## src/rtl/run_mon_pkg.sv

```systemverilog
// run_mon_pkg: shared types and helpers for the pipeline run monitor.
//   run_state_t  : monitor FSM states (IDLE, RUN, PASS, FAIL)
//   fail_code_t  : reported failure reason (FC_NONE, FC_TIMEOUT, FC_HANG)
//   sat_inc32    : 32-bit increment that sticks at all-ones
package run_mon_pkg;

    typedef enum logic [1:0] {
        IDLE = 2'd0,
        RUN  = 2'd1,
        PASS = 2'd2,
        FAIL = 2'd3
    } run_state_t;

    typedef enum logic [1:0] {
        FC_NONE    = 2'd0,
        FC_TIMEOUT = 2'd1,
        FC_HANG    = 2'd2
    } fail_code_t;

    function automatic logic [31:0] sat_inc32(input logic [31:0] v);
        return (v == '1) ? v : v + 32'd1;
    endfunction

endpackage

```

## src/rtl/pipeline_run_monitor_watch.sv

```systemverilog
// pc_watch_channel: one PC watchpoint channel.
//   clk, reset  : core clock, synchronous active-high reset
//   active      : sample this cycle (monitor running, enabled, not exiting)
//   pc, addr    : current fetch pc and the watched address
//   hit         : registered pc==addr from the last active cycle
//   hit_count   : number of active cycles with pc==addr, saturating at all-ones
module pc_watch_channel #(
    parameter int unsigned XLEN  = 32,
    parameter int unsigned HIT_W = 16
) (
    input  logic             clk,
    input  logic             reset,
    input  logic             active,
    input  logic [XLEN-1:0]  pc,
    input  logic [XLEN-1:0]  addr,
    output logic             hit,
    output logic [HIT_W-1:0] hit_count
);

    logic             r_hit;
    logic [HIT_W-1:0] r_cnt;
    logic             w_match;

    assign w_match = (pc == addr);

    always_ff @(posedge clk) begin
        if (reset) begin
            r_hit <= 1'b0;
            r_cnt <= '0;
        end else if (active) begin
            r_hit <= w_match;
            if (w_match && (r_cnt != '1)) begin
                r_cnt <= r_cnt + 1'b1;
            end
        end
    end

    assign hit       = r_hit;
    assign hit_count = r_cnt;

endmodule

```

## src/rtl/pipeline_run_monitor.sv

```systemverilog
// pipeline_run_monitor: run-control monitor for the pipelined MIPS core.
// Watches the fetch pc and writeback taps, ends the run with PASS when pc
// reaches HALT_PC, or FAIL on timeout / pc hang, and counts run cycles,
// retired register writes and per-channel PC watchpoint hits.
//   clk, reset        : core clock, synchronous active-high reset
//   en                : 1 = monitor active, 0 = hold everything
//   pc                : fetch-stage pc
//   pcnext, instr,
//   alu_out_m         : trace-only taps
//   reg_write_w,
//   write_reg_w       : WB-stage write enable and destination register
//   watch_addr        : NUM_WATCH watch PCs, channel i at [i*XLEN +: XLEN]
//   done/pass/fail    : sticky run result flags
//   fail_code         : 0 none, 1 timeout, 2 hang
//   cycle_count       : RUN cycles elapsed (saturating)
//   retire_count      : WB writes to non-zero registers (saturating)
//   watch_hit         : per-channel registered pc match, 0 outside RUN
//   hit_count         : per-channel hit totals, channel i at [i*HIT_W +: HIT_W]
// Optional macro RUN_TRACE_EN: enables simulation-only $display tracing.
module pipeline_run_monitor #(
    parameter int unsigned     XLEN           = 32,
    parameter logic [XLEN-1:0] HALT_PC        = 'h58,
    parameter int unsigned     TIMEOUT_CYCLES = 4096,
    parameter int unsigned     STALL_LIMIT    = 16,
    parameter int unsigned     NUM_WATCH      = 4,
    parameter int unsigned     HIT_W          = 16
) (
    input  logic                       clk,
    input  logic                       reset,
    input  logic                       en,
    input  logic [XLEN-1:0]            pc,
    input  logic [XLEN-1:0]            pcnext,
    input  logic [XLEN-1:0]            instr,
    input  logic [XLEN-1:0]            alu_out_m,
    input  logic                       reg_write_w,
    input  logic [4:0]                 write_reg_w,
    input  logic [NUM_WATCH*XLEN-1:0]  watch_addr,
    output logic                       done,
    output logic                       pass,
    output logic                       fail,
    output logic [1:0]                 fail_code,
    output logic [31:0]                cycle_count,
    output logic [31:0]                retire_count,
    output logic [NUM_WATCH-1:0]       watch_hit,
    output logic [NUM_WATCH*HIT_W-1:0] hit_count
);

    import run_mon_pkg::*;

    // Stall counter only has to reach STALL_LIMIT-1.
    localparam int unsigned SW = (STALL_LIMIT > 2) ? $clog2(STALL_LIMIT) : 1;

    run_state_t     r_state;
    fail_code_t     r_fail_code;
    logic           r_done;
    logic           r_pass;
    logic           r_fail;
    logic [31:0]    r_cycle;
    logic [31:0]    r_retire;
    logic [XLEN-1:0] r_pc_q;
    logic [SW-1:0]  r_stall;

    logic           w_step;
    logic           w_first;
    logic           w_halt;
    logic           w_same;
    logic           w_hang;
    logic           w_timeout;
    logic           w_exit;
    logic           w_active;
    logic           w_retire;
    logic [NUM_WATCH-1:0] w_ch_hit;

    assign w_step    = (r_state == RUN) && en;
    // cycle_count saturates and never wraps, so zero marks the first RUN sample
    // (pc_q not yet loaded).
    assign w_first   = (r_cycle == '0);
    assign w_halt    = (pc == HALT_PC);
    assign w_same    = !w_first && (pc == r_pc_q);
    assign w_hang    = w_same && !w_halt && (r_stall == SW'(STALL_LIMIT - 1));
    assign w_timeout = (r_cycle == 32'(TIMEOUT_CYCLES - 1));
    assign w_exit    = w_halt || w_hang || w_timeout;
    // The exit edge itself does not count: counters freeze at the values that
    // triggered the exit.
    assign w_active  = w_step && !w_exit;
    assign w_retire  = reg_write_w && (write_reg_w != 5'd0);

    always_ff @(posedge clk) begin
        if (reset) begin
            r_state     <= IDLE;
            r_fail_code <= FC_NONE;
            r_done      <= 1'b0;
            r_pass      <= 1'b0;
            r_fail      <= 1'b0;
            r_cycle     <= '0;
            r_retire    <= '0;
            r_pc_q      <= '0;
            r_stall     <= '0;
        end else begin
            case (r_state)
                IDLE: begin
                    if (en) begin
                        r_state <= RUN;
                    end
                end
                RUN: begin
                    if (en) begin
                        if (w_halt) begin
                            r_state <= PASS;
                            r_done  <= 1'b1;
                            r_pass  <= 1'b1;
                        end else if (w_hang) begin
                            r_state     <= FAIL;
                            r_done      <= 1'b1;
                            r_fail      <= 1'b1;
                            r_fail_code <= FC_HANG;
                        end else if (w_timeout) begin
                            r_state     <= FAIL;
                            r_done      <= 1'b1;
                            r_fail      <= 1'b1;
                            r_fail_code <= FC_TIMEOUT;
                        end else begin
                            r_cycle <= sat_inc32(r_cycle);
                            if (w_retire) begin
                                r_retire <= sat_inc32(r_retire);
                            end
                            r_pc_q  <= pc;
                            r_stall <= w_same ? r_stall + 1'b1 : '0;
                        end
                    end
                end
                default: ;
            endcase
        end
    end

    for (genvar g = 0; g < NUM_WATCH; g++) begin : g_watch
        pc_watch_channel #(
            .XLEN  (XLEN),
            .HIT_W (HIT_W)
        ) u_ch (
            .clk       (clk),
            .reset     (reset),
            .active    (w_active),
            .pc        (pc),
            .addr      (watch_addr[g*XLEN +: XLEN]),
            .hit       (w_ch_hit[g]),
            .hit_count (hit_count[g*HIT_W +: HIT_W])
        );
    end

    assign done         = r_done;
    assign pass         = r_pass;
    assign fail         = r_fail;
    assign fail_code    = r_fail_code;
    assign cycle_count  = r_cycle;
    assign retire_count = r_retire;
    // Channels hold their last match; terminal states report no hits.
    assign watch_hit    = w_ch_hit & {NUM_WATCH{r_state == RUN}};

`ifdef RUN_TRACE_EN
    always_ff @(posedge clk) begin
        if (!reset && w_step) begin
            $display("[%0t] pc=%h pcnext=%h instr=%h alu_out_m=%h rw=%0b wr=%0d",
                     $time, pc, pcnext, instr, alu_out_m, reg_write_w, write_reg_w);
            if (w_halt) begin
                $display("RUN PASS cycles=%0d retired=%0d", r_cycle, r_retire);
            end else if (w_hang || w_timeout) begin
                $display("RUN FAIL code=%0d cycles=%0d retired=%0d",
                         w_hang ? 2 : 1, r_cycle, r_retire);
            end
        end
    end
`else
    logic w_unused_trace;
    assign w_unused_trace = ^{pcnext, instr, alu_out_m};
`endif

endmodule

```

## config.mk

```make
export PLATFORM = sky130hd
export DESIGN_NAME = pipeline_run_monitor
export DESIGN_NICKNAME = d
export VERILOG_FILES = /design/src/rtl/run_mon_pkg.sv /design/src/rtl/pipeline_run_monitor_watch.sv /design/src/rtl/pipeline_run_monitor.sv
export SDC_FILE = /design/constraint.sdc
export NUM_CORES = 1
export LEC_CHECK = 0
export CORE_MARGIN = 3
export CORE_UTILIZATION = 45
export DETAILED_ROUTE_END_ITERATION = 8
export GPL_TIMING_DRIVEN = 1
export PLACE_DENSITY = 0.82
export SYNTH_ARGS = -nofsm -noshare
export SYNTH_HDL_FRONTEND = slang
export SYNTH_HIERARCHICAL = 1
export SYNTH_SLANG_ARGS = --single-unit
```

## constraint.sdc

```tcl
create_clock -name clk -period 4.2 [get_ports clk]
set_input_delay 0.42 -clock clk [delete_from_list [all_inputs] [get_ports clk]]
set_output_delay 0.42 -clock clk [all_outputs]
set_load 0.02 [all_outputs]
```

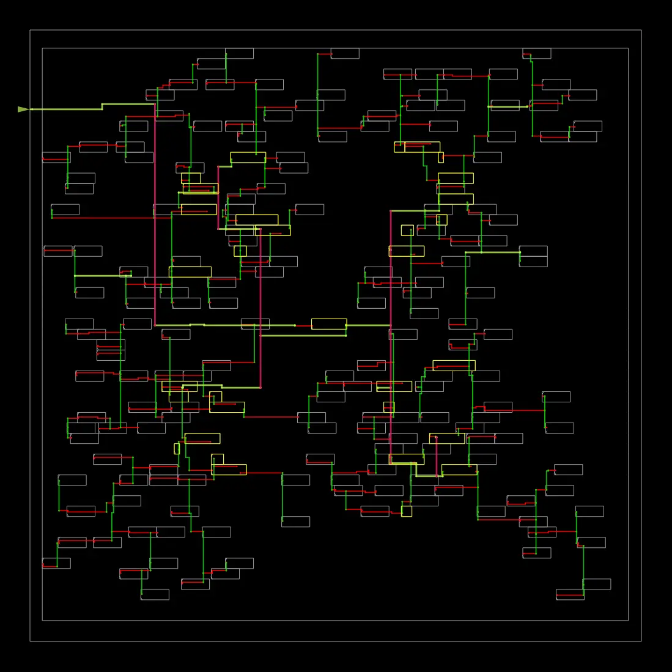
(the clock network)
TritonCTS Sinks: 175
later-pin clock latency in the skew report: 0.43 ns
Clock Power: 1.66 mW

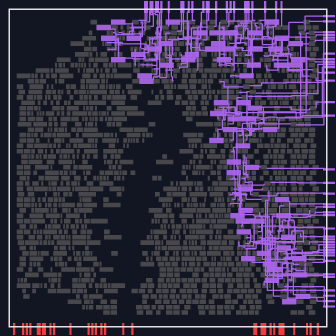
(I/O nets highlighted)
| port | color | bits | direction | edge | end cells | buffers |
|---|---|---|---|---|---|---|
| instr | red | 32 | input | bottom | 0 | 0 |
| hit_count | purple | 64 | output | 38 right, 26 top | 64 | 64 |

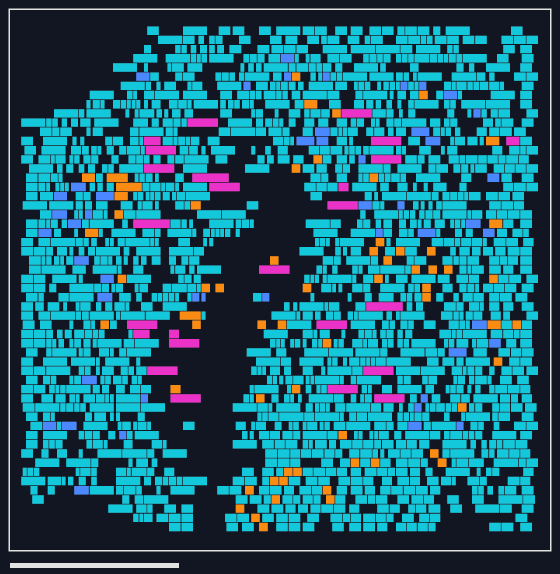
(cells by drive strength)
Scale bar: 50 um.
| size | color | cells | most used |
|---|---|---|---|
| _2 cells | blue | 48 | or2_2 |
| _0 and _1 cells | cyan | 1515 | clkdlybuf4s50_1 |
| _6 and larger | magenta | 25 | clkbuf_16 |
| _3 and _4 cells | orange | 62 | buf_4 |
final instance area: 0.0148 mm^2
Buffers excl. clock: 351
fin worst setup slack: 0.519 ns

==> impl_metrics.tcl <==
# place-and-route summary
set metrics [dict create \
    min_delay_path_depth 2 \
    core_area_mm2 0.0229 \
    area_leaders "dfxtp_1 33%, xor2_1 8.4%, xnor2_1 6.3%" \
    met3_usage 0.0729 \
    sh_comb_area 0.454 \
    rsz0062_at_grt "no" \
    drt-pass1-iter-count 5 \
    cp-end-kind "flop" \
    tightest_slew_ns 0.791 \
    crit_type "flop to flop" \
    status "completed" \
    grt_util_met1 0.341 \
    routed.top_layer "met5" \
    grt_max_degree 81 \
    grt_pass1_vias 10700 \
    cts_setup_buffers 0 \
    wl_um 36300 \
    place.gp.congestion 0.951 \
    slew_violations 0 \
    r2r-start "cycle_count[19]" \
    endpoint "g_watch[2].u_ch/hit_count[14]" \
    met3_length_um 2960 \
    antenna_found_initial 2 \
    num-nets-final 1910 \
]
synth_stat cells, types with 3 or more instances:
library cell,n
a21oi_1,111
a221oi_1,4
a311oi_1,4
a31oi_1,5
and2_1,7
and3_1,16
and4_1,11
buf_2,14
buf_4,4
buf_6,8
clkbuf_1,22
dfxtp_1,175
ha_1,8
inv_1,41
mux2_1,8
mux2_2,10
mux2i_1,5
nand2_1,126
nand2b_1,13
nand3_1,74
nand3b_1,3
nand4_1,53
nand4b_1,4
nand4b_2,5
nor2_1,85
nor2b_1,20
nor3_1,15
nor3_2,4
nor4_1,45
nor4_2,10
o2111ai_1,10
o211ai_1,6
o21ai_0,58
o21bai_1,3
o22ai_1,5
o31ai_1,13
o41ai_1,3
or2_1,3
or2_2,15
or3_1,60
or4_1,28
or4_4,4
xnor2_1,77
xor2_1,102
No activity file was given, so power comes from the tool's default toggle rates.
